--- config.mk ---
export PLATFORM = sky130hd
export DESIGN_NAME = maq_regressiva
export DESIGN_NICKNAME = d
export VERILOG_FILES = /design/src/rtl/maq_regressiva.sv
export SDC_FILE = /design/constraint.sdc
export NUM_CORES = 1
export LEC_CHECK = 0
export ABC_CLOCK_PERIOD_IN_PS = 4400
export CAP_MARGIN = 20
export CORE_ASPECT_RATIO = 1.25
export CORE_MARGIN = 2
export CORE_UTILIZATION = 55
export CTS_BUF_LIST = sky130_fd_sc_hd__clkbuf_4 sky130_fd_sc_hd__clkbuf_8
export CTS_CLUSTER_SIZE = 28
export DETAILED_ROUTE_END_ITERATION = 10
export DONT_BUFFER_PORTS = 1
export PLACE_DENSITY = 0.75
export SYNTH_ARGS = -nofsm -noshare
export SYNTH_HDL_FRONTEND = slang
export SYNTH_SLANG_ARGS = --single-unit
--- constraint.sdc ---
create_clock -name maqr_clock -period 4.4 [get_ports maqr_clock]
set_input_delay 0.88 -clock maqr_clock [delete_from_list [all_inputs] [get_ports maqr_clock]]
set_output_delay 0.88 -clock maqr_clock [all_outputs]
set_load 0.05 [all_outputs]
--- src/rtl/maq_regressiva.sv ---
// MM:SS BCD countdown timer: load, start/pause, 1 Hz decrement with borrow, expiry at 00:00.
// Optional MAQR_ALARME_EN adds maqr_alarme, held for ALARME_TICKS enable ticks after expiry.
module maq_regressiva #(
  parameter int ALARME_TICKS = 10
) (
  input  logic       maqr_clock,
  input  logic       maqr_reset_n,
  input  logic       maqr_enable,
  input  logic       maqr_carrega,
  input  logic [2:0] maqr_carga_min_msd,
  input  logic [3:0] maqr_carga_min_lsd,
  input  logic [2:0] maqr_carga_seg_msd,
  input  logic [3:0] maqr_carga_seg_lsd,
  input  logic       maqr_inicia,
  input  logic       maqr_para,
  output logic [2:0] maqr_min_msd,
  output logic [3:0] maqr_min_lsd,
  output logic [2:0] maqr_seg_msd,
  output logic [3:0] maqr_seg_lsd,
  output logic       maqr_contando,
  output logic       maqr_zero,
  output logic       maqr_expirou,
`ifdef MAQR_ALARME_EN
  output logic       maqr_erro_carga,
  output logic       maqr_alarme
`else
  output logic       maqr_erro_carga
`endif
);

  typedef enum logic [1:0] {OCIOSO, CONTANDO, PAUSADO, EXPIRADO} estado_t;

  typedef struct packed {
    logic [2:0] min_msd;
    logic [3:0] min_lsd;
    logic [2:0] seg_msd;
    logic [3:0] seg_lsd;
  } tempo_t;

  localparam tempo_t UM = tempo_t'(14'd1);

  estado_t st_q, st_d;
  tempo_t  t_q, t_d, carga, dec;
  logic    carga_ok, carga_valida, expirou_d, erro_d;

  assign carga    = '{maqr_carga_min_msd, maqr_carga_min_lsd, maqr_carga_seg_msd, maqr_carga_seg_lsd};
  assign carga_ok = (carga.seg_lsd <= 4'd9) && (carga.min_lsd <= 4'd9) &&
                    (carga.seg_msd <= 3'd5) && (carga.min_msd <= 3'd5);

  assign maqr_min_msd = t_q.min_msd;
  assign maqr_min_lsd = t_q.min_lsd;
  assign maqr_seg_msd = t_q.seg_msd;
  assign maqr_seg_lsd = t_q.seg_lsd;
  assign maqr_zero    = (t_q == '0);

  // Borrow chain; 00:00 is never decremented, so min_msd cannot wrap.
  always_comb begin
    dec = t_q;
    if (t_q.seg_lsd == 4'd0) begin
      dec.seg_lsd = 4'd9;
      if (t_q.seg_msd == 3'd0) begin
        dec.seg_msd = 3'd5;
        if (t_q.min_lsd == 4'd0) begin
          dec.min_lsd = 4'd9;
          dec.min_msd = t_q.min_msd - 3'd1;
        end else begin
          dec.min_lsd = t_q.min_lsd - 4'd1;
        end
      end else begin
        dec.seg_msd = t_q.seg_msd - 3'd1;
      end
    end else begin
      dec.seg_lsd = t_q.seg_lsd - 4'd1;
    end
  end

  // Priority carrega > para > inicia > enable; a request ignored in the
  // current state does not mask the lower-priority ones.
  always_comb begin
    st_d         = st_q;
    t_d          = t_q;
    expirou_d    = 1'b0;
    erro_d       = 1'b0;
    carga_valida = 1'b0;
    if (maqr_carrega && st_q != CONTANDO) begin
      if (carga_ok) begin
        t_d          = carga;
        st_d         = OCIOSO;
        carga_valida = 1'b1;
      end else begin
        erro_d = 1'b1;
      end
    end else if (maqr_para && st_q == CONTANDO) begin
      st_d = PAUSADO;
    end else if (maqr_inicia && ((st_q == OCIOSO && !maqr_zero) || st_q == PAUSADO)) begin
      st_d = CONTANDO;
    end else if (maqr_enable && st_q == CONTANDO) begin
      t_d = dec;
      if (t_q == UM) begin
        st_d      = EXPIRADO;
        expirou_d = 1'b1;
      end
    end
  end

  always_ff @(posedge maqr_clock or negedge maqr_reset_n) begin
    if (!maqr_reset_n) begin
      st_q            <= OCIOSO;
      t_q             <= '0;
      maqr_contando   <= 1'b0;
      maqr_expirou    <= 1'b0;
      maqr_erro_carga <= 1'b0;
    end else begin
      st_q            <= st_d;
      t_q             <= t_d;
      maqr_contando   <= (st_d == CONTANDO);
      maqr_expirou    <= expirou_d;
      maqr_erro_carga <= erro_d;
    end
  end

`ifdef MAQR_ALARME_EN
  localparam logic [7:0] TICKS = 8'(ALARME_TICKS);
  logic [7:0] alarme_cnt;
  logic [7:0] alarme_cnt_inc;
  assign alarme_cnt_inc = alarme_cnt + 8'd1;

  always_ff @(posedge maqr_clock or negedge maqr_reset_n) begin
    if (!maqr_reset_n) begin
      maqr_alarme <= 1'b0;
      alarme_cnt  <= '0;
    end else if (carga_valida) begin
      maqr_alarme <= 1'b0;
    end else if (expirou_d) begin
      maqr_alarme <= 1'b1;
      alarme_cnt  <= '0;
    end else if (st_q == EXPIRADO && maqr_enable && maqr_alarme) begin
      alarme_cnt <= alarme_cnt_inc;
      if (alarme_cnt_inc == TICKS) maqr_alarme <= 1'b0;
    end
  end
`endif

endmodule

run_1/logic_types.png
The bar under the picture is 10 µm long.
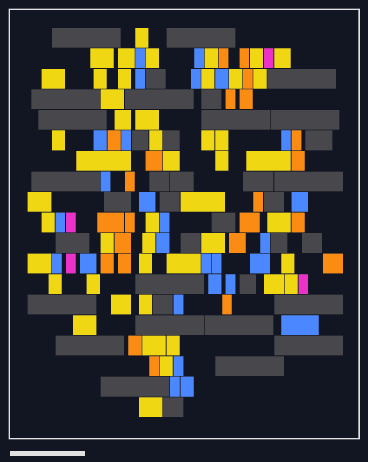
colour	family	cells
magenta	inv cells	4
orange	nor cells	23
blue	nand cells	27
yellow	aoi and oai cells	47

run_1/clk_routes.png
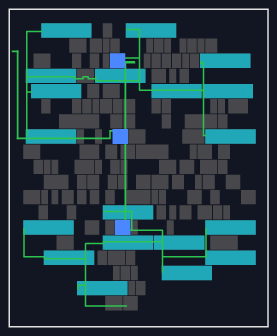
[cyan] flip-flops | count: 19
[blue] clock drivers | count: 3
[green] clock wires | length: 250 µm
flops lie	all over the die

run_1/sizes.png
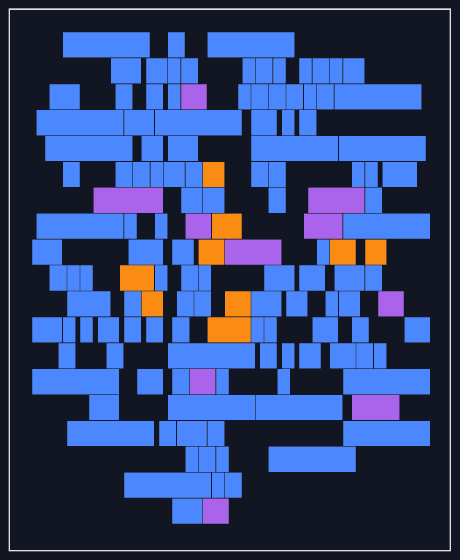
colour	size	cells	share	most used
orange	_2 cells	9	6.5%	and2_2
blue	_0 and _1 cells	120	86%	dfrtp_1
purple	_3 and _4 cells	10	7.2%	clkbuf_4
final setup margin: 1570 ps
area grow syn2layout: 3.07%
design area: 1260 µm²

==> out/summary.txt, run 1 <==
Core Box Area -> 2160 µm²
cells after synthesis -> 140
Lkg Pwr -> 0.510 nW
Iter 0 DRT Violations -> 55
post-synth top area cell -> dfrtp_1
vias -> 1,119
Tot GR Track Use -> 24.6%
critical path's most frequent cell -> nor3_1
Cell Pwr Density -> 811 nW/µm²
Max Slew Vio Count -> 0
EDFF count, synth -> 0
Critical Path RT -> 3520 ps
worst path buffer plus inverter count -> 1
syn_nets -> 161
Hold Crit Class -> input port to asynchronous set/reset pin
post-CTS setup buffer count -> 0
met3 Usage GRT -> 7.72%
CP top delay family -> simple AND/OR/NAND/NOR gates
launch point of the worst reg-to-reg path -> maqr_seg_lsd[0]
drt first pass iters -> 4
Fin. Hold Viols -> 0
RD Place Congestion -> 0.848
final WL -> 2870 µm
met1 Use GR -> 29.3%
first-pass GRT wire length -> 4720 µm
final net count -> 161
Worst Setup SP -> maqr_min_lsd[0]
max-cap viol count -> 0
Synth top cells by count -> dfrtp_1 (19), o21ai_0 (18), nand2_1 (17), nor2_1 (10), a2bb2oi_1 (9)
I/O Buffers -> 0
Synth area leaders -> dfrtp_1 (39%), o21ai_0 (7.4%), a2bb2oi_1 (6.4%)
Top-area cell share -> 38.9%
Worst Path Class, Setup -> flip-flop to output port
mapped cell area -> 1220 µm²
slowest cell on the critical path -> dfrtp_1
and-or/or-and share of the synthesized area -> 28.5%
simple share -> 26.4%
instance count on the critical path -> 4
Die Ht -> 56.7 µm
n_diodes -> 0
CP peak stage delay -> 630 ps
Yosys Warn Count -> 0
Yosys Instances -> 140
pin count of the biggest net entering global routing -> 20
H-tree depth -> 1
Routed Antenna Nets -> 0
Synth Seq Share -> 38.9%
die width -> 46.2 µm
Setup Skew -> 1.42 ps
CTS Buffer Depth -> 2
Synth Register Bits -> 19
clock slew at reported path FFs -> 100 ps
Root Driver -> clkbuf_4
clock sink count -> 19
row count -> 19
top comb family, area -> AND-OR/OR-AND gates
initial antenna violation count -> 0
setup-violating endpoint count in the final report -> 0
hpwl dp -> 2100 µm
fmax -> 0.354 GHz
Fin Setup TNS -> 0 ps
cells along the critical path -> nor3_1 > nand4_1 > nor3_1 > buf_4
grt ovf -> 0
max_slew headroom -> 54.7%
Adder Area Share -> 1.02%
number of CTS-inserted buffers -> 3
fin util -> 58.2%
Clock Latency Late Sink -> 300 ps
DRC Markers -> 0
Cells after DPL -> 166
share of post-route cells with drive strength above 1 -> 13.7%
fin cells -> 170
status -> completed
full die area -> 2620 µm²
xor+xnor area frac -> 0%
Least-Margin Pin Slew -> 680 ps
Log Warnings -> 26
CP Max Fanout -> 7
Commonest flop -> dfrtp_1
R2R setup slack -> 2200 ps
final worst path period need -> 2830 ps
cts hold-fix bufs -> 0
mean post-synth cell area -> 8.73 µm²
top-count cell post-synth -> dfrtp_1
I/O pin count -> 38
area fraction in mux cells -> 0.819%
Cell Type Count -> 43
critical path launch point type -> flip-flop
FFs w/ async S/R, synth -> 100%
wire per inst -> 16.9 µm
RSZ-0062 raised after global routing -> false
worst r2r dst -> maqr_min_lsd[1]
worst r2r path cells -> 5
Tot Pwr -> 1.02 mW
vias in the first global route -> 1,077
Post-CTS Resized -> 0
crit path DAT -> 1950 ps
GRT Max-Usage Layer -> met2
crit end category -> output port
Avg Vias per Cell -> 6.58
routing usage on met2 -> 38.9%
Critical path destination -> maqr_zero
cycle use final -> 64.3%
CTS tree -> built
fp util -> 56.5%
dpl ws -> 1950 ps
Worst VDD drop -> 660 µV
Chip Area, Yosys -> 1220 µm²
## run 1: sequential cells by signal (all words and copies together) (netlist names)
name             count
maqr_contando        1
maqr_erro_carga      1
maqr_expirou         1
maqr_min_lsd         4
maqr_min_msd         3
maqr_seg_lsd         4
maqr_seg_msd         3
st_q                 2
## run 1: kinds of logic (layout without fill, tap and decap cells)
group,after synthesis,count (layout)
AOI/OAI and AO/OA,49,49
adders and majority gates,1,1
buffers and inverters,10,9
DFF,19,19
muxes,1,1
and+or+nand+nor,60,60
## run 1: cells in the final DEF, fill, tap and decap left out, types with 2 or more instances in the layout
| master | instances |
|---|---|
| clkbuf_4 | 4 |
| o21ai_0 | 18 |
| a2bb2oi_1 | 9 |
| inv_1 | 4 |
| nand2_1 | 17 |
| and2_2 | 2 |
| a21oi_4 | 2 |
| o22ai_1 | 3 |
| nand3_1 | 5 |
| and3_1 | 2 |
| dfrtp_1 | 19 |
| nor3b_1 | 2 |
| nand4_1 | 2 |
| a21oi_1 | 8 |
| nor3_1 | 7 |
| nor2_1 | 10 |
## run 1: layout make-up
| cell class | count | area [µm²] |
|---|---|---|
| Clock buffer | 4 | 30.0 |
| Fill cell | 187 | 903 |
| Inverter | 4 | 15.0 |
| Multi-Input combinational cell | 111 | 693 |
| Sequential cell | 19 | 475 |
| Tap cell | 31 | 38.8 |
| Timing Repair Buffer | 1 | 7.51 |
## run 1: where the power goes
group	switching, mW	internal [mW]
combinational	0.170	0.139
clock	0.0534	0.0416
sequential	0.372	0.245
## run 1: layer usage
metal  share of wire, %  vias up
li1                   -      514
met1                 41      538
met2                 51       54
met3                5.6       13
met4                2.8        0
met5                  0        -
## run 1: per-stage QoR
step	area [µm²]	hold WS, ps
finish	1260	258
global route	1260	223
CTS	1260	254
detailed placement	1230	585
global placement	1230	585
floorplan	1220	574
run_1/congestion.png
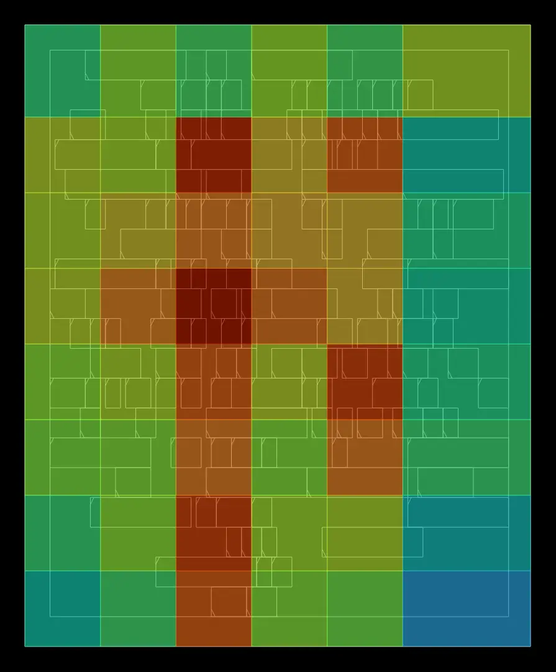

==> run 2, diff against run 1 <==
Settings changed: ABC_CLOCK_PERIOD_IN_PS 4400 to 2500, PLACE_DENSITY 0.75 to 0.78.
Clock period 4.4 ns to 2.5 ns, I/O delays scaled along.
run_2/congestion.png
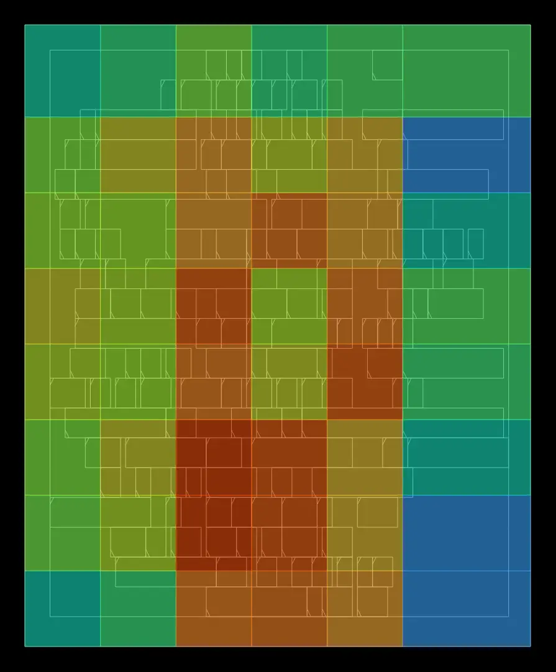
met1 Use GR: 31.7%
met3 Usage GRT: 6.11%
Tot GR Track Use: 25.0%
fin util: 63.8%
wire per inst: 15.8 µm

==> out/summary.txt, run 2 <==
status -> completed
crit path DAT -> 1650 ps
total area of sequential cells -> 475 µm²
I/O pin count -> 38
Synth top cells by count -> dfrtp_1 (19), o21ai_0 (18), nand2_1 (17), nor2_1 (10), a2bb2oi_1 (9)
cells after synthesis -> 140
Avg Vias per Cell -> 6.11
Cell Type Count -> 43
Max Slew Vio Count -> 0
syn_nets -> 161
slowest cell on the critical path -> dfrtp_1
Synth area leaders -> dfrtp_1 (39%), o21ai_0 (7.4%), a2bb2oi_1 (6.4%)
Fin. Hold Viols -> 0
top-count cell post-synth -> dfrtp_1
dpl ws -> 601 ps
Root Driver -> clkbuf_4
logic area -> 698 µm²
Fin Setup TNS -> 0 ps
clock slew at reported path FFs -> 100 ps
Least-Margin Pin Slew -> 819 ps
Worst Path Class, Setup -> flip-flop to output port
FFs w/ async S/R, synth -> 100%
Worst VDD drop -> 914 µV
EDFF count, synth -> 0
vias -> 1,130
Critical Path RT -> 2000 ps
final WL -> 2920 µm
Lkg Pwr -> 0.583 nW
die width -> 46.2 µm
Worst Setup SP -> maqr_seg_msd[1]
final net count -> 176
Yosys Instances -> 140
Worst Min Path Start -> maqr_para
row count -> 19
clock sink count -> 19
vias in the first global route -> 1,102
most numerous logic cell after layout -> dfrtp_1
n_diodes -> 0
grt ovf -> 0
mapped cell area -> 1220 µm²
CP peak stage delay -> 440 ps
H-tree depth -> 1
post-CTS setup buffer count -> 0
Yosys Warn Count -> 0
full die area -> 2620 µm²
Iter 0 DRT Violations -> 47
launch point of the worst reg-to-reg path -> st_q[1]
CP Max Fanout -> 5
final worst path period need -> 2150 ps
crit end category -> output port
most frequent cells in the layout -> dfrtp_1 (19), o21ai_0 (18), nand2_1 (17)
first-pass GRT wire length -> 4910 µm
max_slew headroom -> 45.2%
Cell Pwr Density -> 1440 nW/µm²
layout filler cell count -> 186
Routed Antenna Nets -> 0
RD Place Congestion -> 0.865
initial antenna violation count -> 0
Log Warnings -> 26
critical path launch point type -> flip-flop
Commonest flop -> dfrtp_1
share of post-route cells with drive strength above 1 -> 22.1%
Clock Latency Late Sink -> 310 ps
RSZ-0062 raised after global routing -> false
CTS Buffer Depth -> 2
Synth Seq Share -> 38.9%
fmax -> 0.465 GHz
setup-violating endpoint count in the final report -> 0
cells along the critical path -> nor2_1 > nand4_1 > nor3_2 > buf_4
post-synth top area cell -> dfrtp_1
cts hold-fix bufs -> 1
max-cap viol count -> 0
worst path buffer plus inverter count -> 1
area grow syn2layout -> 12.9%
cycle use final -> 86.0%
Synth Register Bits -> 19
Hold Crit Class -> input port to flip-flop
number of CTS-inserted buffers -> 3
final setup margin -> 350 ps
CP top delay family -> simple AND/OR/NAND/NOR gates
fp util -> 56.5%
DRC Markers -> 0
Setup Skew -> 4.61 ps
mean post-synth cell area -> 8.73 µm²
Core Box Area -> 2160 µm²
I/O Buffers -> 0
Die Ht -> 56.7 µm
Top-area cell share -> 38.9%
CTS tree -> built
Chip Area, Yosys -> 1220 µm²
Post-CTS Resized -> 0
hold slack -> 244 ps
hpwl dp -> 2210 µm
drt first pass iters -> 4
pin count of the biggest net entering global routing -> 20
## run 2: report_power, final
part / internal [mW] / switching [mW]
sequential: 0.442 / 0.151
clock: 0.0732 / 0.0985
combinational: 0.386 / 0.842
## run 2: cell families (layout without fill, tap and decap cells)
family / after synthesis / after routing / synth area share, %
AND-OR/OR-AND: 49 / 49 / 28.5
AND/OR/NAND/NOR: 60 / 60 / 26.4
buffers and inverters: 10 / 24 / 4.40
flip-flops: 19 / 19 / 38.9
multiplexers: 1 / 1 / 0.819
adder cells (fa/ha/maj): 1 / 1 / 1.02
## run 2: path summary, 6_finish.rpt
path	to	slack, ps	cells past startpoint
setup / recovery	maqr_zero	350	4
hold / removal	maqr_expirou	240	1
setup reg to reg	maqr_seg_lsd[0]	580	5
hold reg to reg	maqr_seg_msd[0]	620	1
max in group asynchronous	maqr_min_msd[2]	1270	1
min in group asynchronous	st_q[1]	720	1
## run 2: cell type report
type	count	area share (%)
multi-input cells	111	50.6
flip-flops and latches	19	34.5
repair buffers	16	8.88
well taps	31	2.81
clock buffers	4	2.18
inverters	4	1.09
## run 2: stage by stage
| stage | instance area [µm²] | instances | total power [mW] |
|---|---|---|---|
| detailed placement | 1340 | 180 | 1.82 |
| global route | 1380 | 185 | 2.12 |
| global placement | 1340 | 180 | 1.78 |
| CTS | 1380 | 185 | 1.99 |
| finish | 1380 | 185 | 1.99 |
| floorplan | 1230 | 140 | 1.52 |
## run 2: metal layers
layer  wire, µm  track usage (%)
met3        133             6.11
met4         34             6.12
met2       1510             41.5
met5          0                0
met1       1240             31.7
run_2/sizes.png
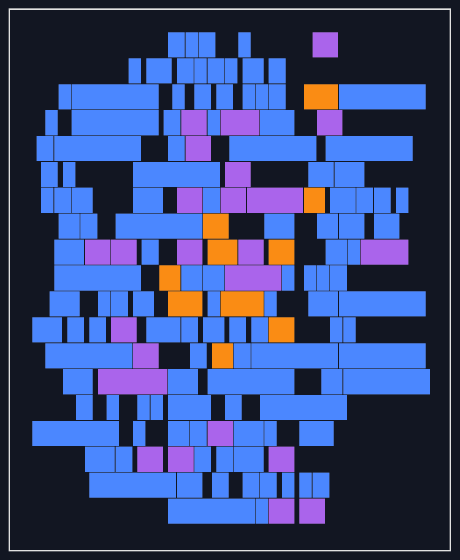

==> run 3, diff against run 2 <==
Settings changed: CORE_ASPECT_RATIO 1.25 to unset.
run_3/sizes.png
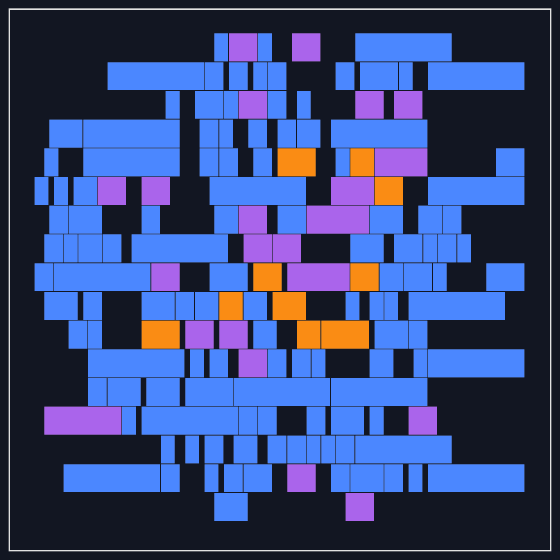
colour	size	cells	share
purple	_3 and _4 cells	22	14%
blue	_0 and _1 cells	120	79%
orange	_2 cells	10	6.6%

==> out/summary.txt, run 3 <==
status -> completed
max_slew headroom -> 41.6%
RSZ-0062 raised after global routing -> false
DRC Markers -> 0
H-tree depth -> 1
Yosys Instances -> 140
Top-area cell share -> 38.9%
post-synth top area cell -> dfrtp_1
max layer used -> met4
Synth Register Bits -> 19
max-cap viol count -> 0
sw frac -> 55.3%
CTS Buffer Depth -> 2
R2R setup slack -> 550 ps
cells after synthesis -> 140
vias -> 1,126
CP Max Fanout -> 4
mapped cell area -> 1220 µm²
Synth top cells by count -> dfrtp_1 (19), o21ai_0 (18), nand2_1 (17), nor2_1 (10), a2bb2oi_1 (9)
met3 Usage GRT -> 4.68%
Worst Hold End -> maqr_expirou
wire length on met3 -> 159 µm
n_diodes -> 0
Synth area leaders -> dfrtp_1 (39%), o21ai_0 (7.4%), a2bb2oi_1 (6.4%)
routing usage on met2 -> 42.2%
initial antenna violation count -> 0
most frequent cells in the layout -> dfrtp_1 (19), o21ai_0 (18), nand2_1 (17)
hold depth -> 1
Worst Min Path Start -> maqr_para
Max Slew Vio Count -> 0
most numerous logic cell after layout -> dfrtp_1
EDFF count, synth -> 0
Routed Antenna Nets -> 0
Synth Seq Share -> 38.9%
Avg Vias per Cell -> 6.26
drt first pass iters -> 4
Least-Margin Pin Slew -> 873 ps
slowest cell on the critical path -> dfrtp_1
RD Place Congestion -> 0.774
worst r2r dst -> maqr_seg_lsd[0]
fin util -> 63.4%
die width -> 51.1 µm
Cell Int Power -> 0.880 mW
Clock Latency Late Sink -> 290 ps
cells along the critical path -> nor3_1 > nand4_1 > nor3_2 > buf_4
crit end category -> output port
top-count cell post-synth -> dfrtp_1
Chip Area, Yosys -> 1220 µm²
mean post-synth cell area -> 8.73 µm²
final worst path period need -> 2260 ps
Root Driver -> clkbuf_4
Reg power frac -> 33.1%
worst path buffer plus inverter count -> 1
full die area -> 2620 µm²
Tot GR Track Use -> 25.7%
Iter 0 DRT Violations -> 18
wire per inst -> 16.6 µm
CP top delay family -> simple AND/OR/NAND/NOR gates
logic area -> 698 µm²
worst r2r path cells -> 5
setup-violating endpoint count in the final report -> 0
combinational share of power -> 58.2%
share of post-route cells with drive strength above 1 -> 21.1%
total area of sequential cells -> 475 µm²
number of CTS-inserted buffers -> 3
met1 Use GR -> 34.8%
Fin Setup TNS -> 0 ps
pin count of the biggest net entering global routing -> 20
crit path DAT -> 1760 ps
syn_nets -> 161
post-CTS setup buffer count -> 0
Critical Path RT -> 2000 ps
final net count -> 174
vias in the first global route -> 1,120
fp util -> 56.9%
I/O pin count -> 38
Tot Pwr -> 1.97 mW
Psw -> 1.09 mW
DRT met1 WL -> 1270 µm
Cell Pwr Density -> 1450 nW/µm²
clock sink count -> 19
Commonest flop -> dfrtp_1
metal2 WL -> 1520 µm
hpwl dp -> 2250 µm
Fin. Hold Viols -> 0
Setup Skew -> 2.69 ps
GRT Max-Usage Layer -> met2
Log Warnings -> 26
Lkg Pwr -> 0.573 nW
critical path launch point type -> flip-flop
Worst VDD drop -> 833 µV
Worst Path Class, Setup -> flip-flop to output port
grt ovf -> 0
Yosys Warn Count -> 0
CTS tree -> built
launch point of the worst reg-to-reg path -> st_q[1]
clock slew at reported path FFs -> 110 ps
first-pass GRT wire length -> 5150 µm
I/O Buffers -> 0
clock network fraction of design power -> 8.6%
layout filler cell count -> 185
Core Box Area -> 2150 µm²
CP peak stage delay -> 600 ps
final WL -> 2980 µm
Die Ht -> 51.1 µm
Cell Type Count -> 43
Hold Crit Class -> input port to flip-flop
row count -> 17
FFs w/ async S/R, synth -> 100%
area grow syn2layout -> 11.4%
fmax -> 0.442 GHz
cycle use final -> 90.6%
run 3: cell counts after synthesis:
No cell type changed its count.
run 3: per-stage QoR:
step | cells | cell area, µm² | worst slack, ps | hold slack [ps]
3_3_place_gp | 175 | 1320 | 551 | 205
6_report | 180 | 1360 | 235 | 262
3_5_place_dp | 175 | 1320 | 562 | 205
5_1_grt | 180 | 1360 | 138 | 258
2_1_floorplan | 140 | 1230 | 275 | 204
4_1_cts | 180 | 1360 | 230 | 266
run 3: area by class of cell:
class / count / share of cell area [%]
flip-flops and latches: 19 / 34.9
well taps: 28 / 2.57
clock buffers: 4 / 2.21
inverters: 4 / 1.10
repair buffers: 14 / 7.90
multi-input cells: 111 / 51.3
run 3: logic make-up after synthesis:
group,Yosys count,synth area share (%)
buf+inv,10,4.40
fa+ha+maj,1,1.02
compound gates,49,28.5
simple gates,60,26.4
flops,19,38.9
mux,1,0.819
run 3: power by group through the flow:
stage	clock (mW)	combinational, mW	sequential (mW)
floorplan	0	0.501	1.02
global route	0.182	1.23	0.675
global placement	0	1.10	0.649
CTS	0.173	1.15	0.650
finish	0.170	1.15	0.653
detailed placement	0	1.14	0.657
run 3: worst max-delay path by stage:
stage / from / endpoint / slack (ps) / cells after the start
6_report: maqr_min_msd[2] / maqr_zero / 240 / 4
2_1_floorplan: maqr_min_lsd[3] / maqr_zero / 270 / 3
5_1_grt: maqr_min_msd[2] / maqr_zero / 140 / 4
4_1_cts: maqr_min_msd[2] / maqr_zero / 230 / 4
3_3_place_gp: maqr_min_msd[2] / maqr_zero / 550 / 4
3_5_place_dp: maqr_min_msd[2] / maqr_zero / 560 / 4
run 3: repair_timing:
action,in CTS,in global routing
setup endpoints to repair,0,0
hold buffers,1,0
hold endpoints to repair,19,0
resized,0,0

==> notes/layouts.md <==
Pictures saved along the way, in no particular order.

Metal 3.
Cells faint in the background.
(a)
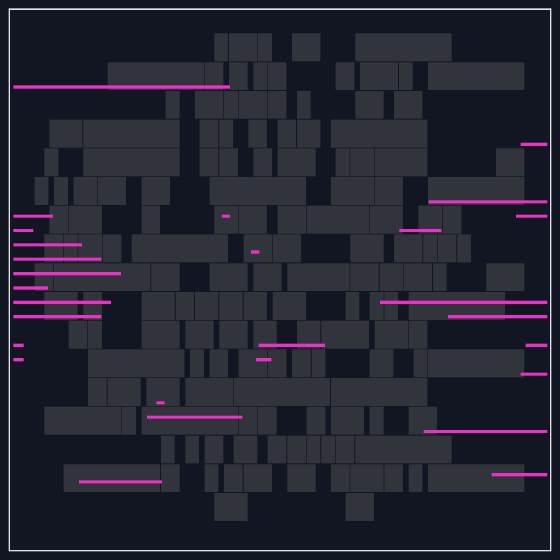
(b)
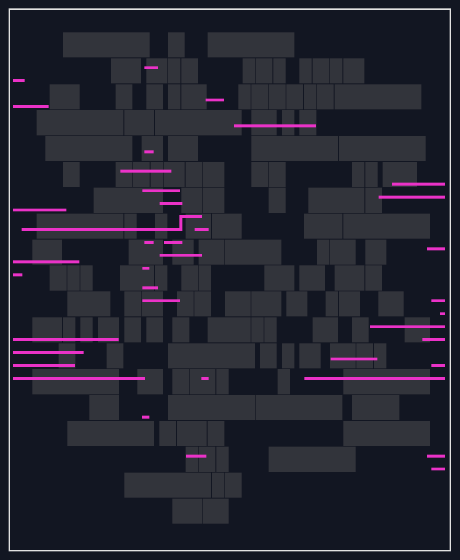
(c)
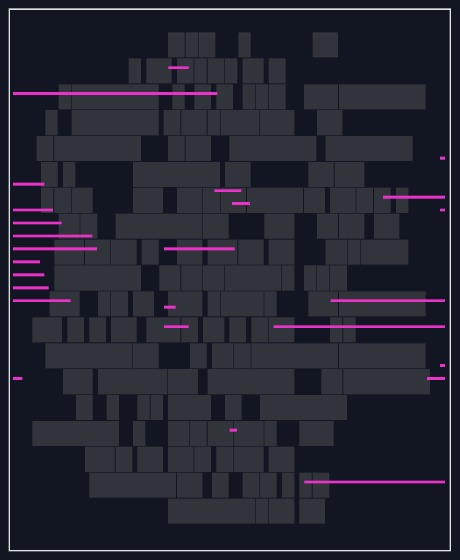
| from | picture |
|---|---|
| run 1 | (b) |
| run 3 | (a) |
| run 2 | (c) |

Key to (c):
longest straight run	21.2 µm
share of all routed wire	4.6%
wire length on this layer	134 µm

No activity file was given, so power comes from the tool's default toggle rates.
